Design fs_accel_pool_feeder_flat, sky130hd; sources not shown.
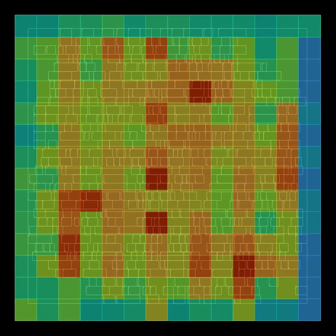
(images/final_congestion.png)
Final Util: 0.673
met2 usage: 0.331

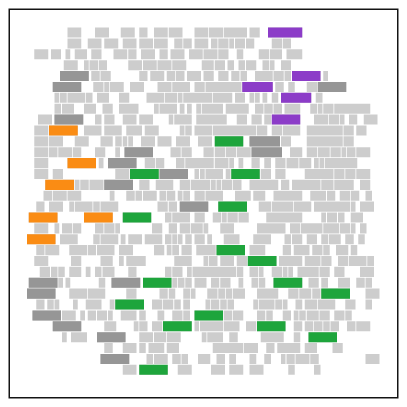
(images/registers.png)
Drawn at 4 px/um. Other sequential cells in the stronger grey, the rest of the logic in the fainter grey.
- orange: u_core/u_addr_gen/h_q (placed flops 6; where west)
- purple: u_core/u_addr_gen/col_q (placed flops 5)
- green: u_core/u_addr_gen/row_base_q (placed flops 16)
- not coloured: 18
register fraction of the total cell area: 0.176
P_seq: 0.000662 W
Sequential Area: 910 um^2

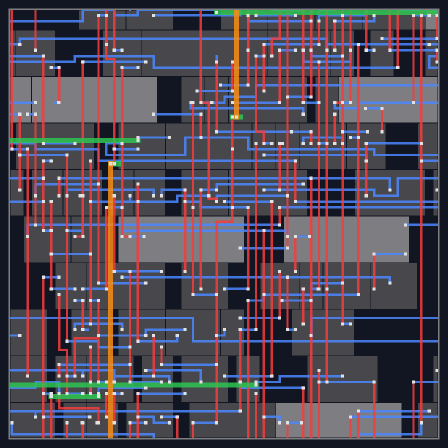
(images/zoom.png)
Region (36, 36) to (61, 61) um. Cells in grey, sequential cells in the stronger grey; small squares are vias.
- blue: met1
- orange: met4
- green: met3
- red: met2
- sequential cells in the window: 5
- cells with their middle in the window: 56
- most frequent: nand2_1 (7), buf_4 (6), dfxtp_1 (5)

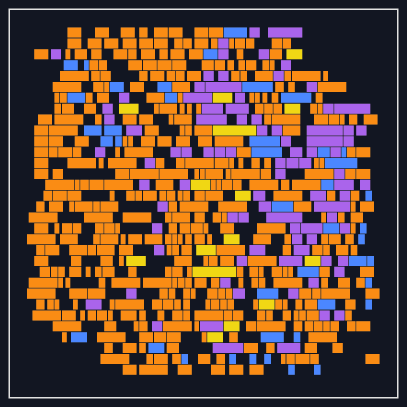
(images/drive_strength.png)
Drawn at 4 px/um.
- yellow: drive 6 and up (cells 15)
- orange: drive 1 or less (cells 410)
- purple: drive 3 to 4 (cells 89)
- blue: drive 2 (cells 42)
Setup WS post-layout: -295 ps
post-route cell area: 0.00517 mm^2
non-clock buffer count: 138
Synth-to-Final Area Change: 42.7%

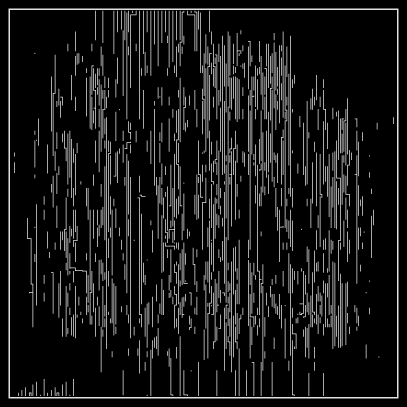
(images/met2.png)
Drawn at 4 px/um.
- longest straight run: 57.8 um
- nets with wire on the layer: 544
- wire length on this layer: 4970 um
- main direction: vertical
final wirelength: 10300 um
via count: 3554

==> job_summary.md <==
## Synthesis and layout report

| Metric | Value |
|---|---|
| Worst r2r path cells | 15 |
| Number of fill cells | 654 |
| Tap cells | 102 |
| Total power | 0.00174 W |
| Seq/Total Area, Yosys | 0.249 |
| Largest register FFs | 16 |
| Final GP Congestion | 0.848 |
| Comb/total area | 0.526 |
| Log Warnings | 27 |
| Synth warn | 6 |
| Antenna fix cells | 0 |
| Dominant logic cell types in the final layout | 61 x buf_4, 55 x clkdlybuf4s50_1, 40 x dfxtp_1 |
| Critical path cell sequence | and2_4, fa_1, inv_1, fa_2, nor2b_4, o21ai_2, a21boi_2, o211ai_1, or3_1, a21boi_1, buf_2 |
| Total grt overflow | 0 |
| Chip Area, Yosys | 0.00362 mm^2 |
| Largest cell class by area | logic gates |
| Failing checks | negative setup slack |
| Crit path max-delay family | adder cells |
| Die W | 96.8 um |
| Startpoint types | register |
| Inverters | 29 |
| Status | finished, violations left |
| Largest net degree at the start of global routing | 37 |
| Most frequent cell after synthesis | dfxtp_1 |
| Height of the die | 96.8 um |
| Cell count listed in synth_stat.txt | 438 |
| Critical Path RT | 2560 ps |
| DRT antenna net count | 0 |
| Internal power | 0.00121 W |
| Clock share of power | 0.296 |
| Slew @ Worst Pin | 725 ps |
| Seq cells post-synth | 45 |
| Number of synthesized flops with an enable pin | 0 |
| Critical Path AT | 2850 ps |
| Internal reg-to-reg setup slack | 30 ps |
| First-pass GRT wire length | 15900 um |
| Number of sequential cells | 45 |
| Initial antenna violation count | 0 |
| Latency at later pin | 300 ps |
| Initial detailed-routing violation count | 184 |
| Routed vias/inst | 5.40 |
| CP Depth | 11 |
| CTS Buffer Depth | 2 |
| Highest Clock Rate | 286 MHz |
| Yosys simple share | 0.244 |
| Commonest Layout Cell | buf_4 |
| GRT Resource Usage Total | 0.205 |
| Nets@finish | 640 |
| Max-area cell share | 0.249 |
| Post-Syn Instances | 438 |
| Final setup TNS | -2580 ps |
| CP max stage cell | fa_1 |
| MI comb area | 0.00272 mm^2 |
| Class of the worst hold path | reg2reg |
| Net Sw Power | 0.000527 W |
| Setup WS post-layout | -295 ps |
| Std cell rows | 32 |
| Share of layout cells above drive strength 1 | 0.263 |
| Main logic family | simple AND/OR/NAND/NOR gates |
| Final number of setup-violating endpoints | 12 |
| Core Box Area | 0.00769 mm^2 |
| Die ar. | 0.00936 mm^2 |
| Total CTS buffers | 5 |
| RSZ-0062 raised after global routing | yes |
| Clk cell area share | 0.0259 |
| Worst path buffer plus inverter count | 2 |
| Hold buffers post-CTS | 0 |
| FP Util | 0.471 |
| Port Buffers | 69 |
| Leakage power | 2.23 nW |
| Residual DRC | 0 |
| Crit Path Category | reg2out |
| Reg clk slew, reported paths | 90 ps |
| Comb pwr share | 0.324 |
| Flop pwr share | 0.380 |
| #MultiIn Comb | 336 |
| H-tree Lvls | 2 |
| Post-Syn Area | 0.00362 mm^2 |
| Post-Synth Adder-Cell Area | 0.142 |
| NonClk Buf Share | 0.227 |
| Element type at the critical path end | output port |
| Post-Layout Cell Count | 658 |
| Power Density | 337 mW/mm^2 |
| Synth Flop Type | dfxtp_1 |
| Distinct lib cells used | 63 |
| Clock period minus worst slack | 3490 ps |
| Clkbuf count | 5 |
[through the flow]
stage	hold slack [ps]	setup slack, ps
6_report	501	-295
2_1_floorplan	448	-109
3_3_place_gp	473	-450
5_1_grt	506	-425
3_5_place_dp	474	-539
4_1_cts	495	-297
[metal layers]
metal / wire length (um) / track usage
met1: 4610 / 0.274
met2: 4970 / 0.331
met3: 535 / 0.0461
met4: 189 / 0.0605
met5: 0 / 0
[repair_timing]
item	CTS	global route
buffers inserted	3	7
gates cloned	0	1
pin swaps	25	14
setup endpoints to repair	31	31
resized	94	32
[power groups by stage]
stage	registers [W]	clock network, W	logic [W]
floorplan	0.000661	0	0.000290
global placement	0.000670	0	0.000518
detailed placement	0.000672	0	0.000528
CTS	0.000661	0.000522	0.000541
global route	0.000669	0.000545	0.000620
finish	0.000662	0.000515	0.000565
Power figures rest on the tool's default switching activity, not on a simulated workload.
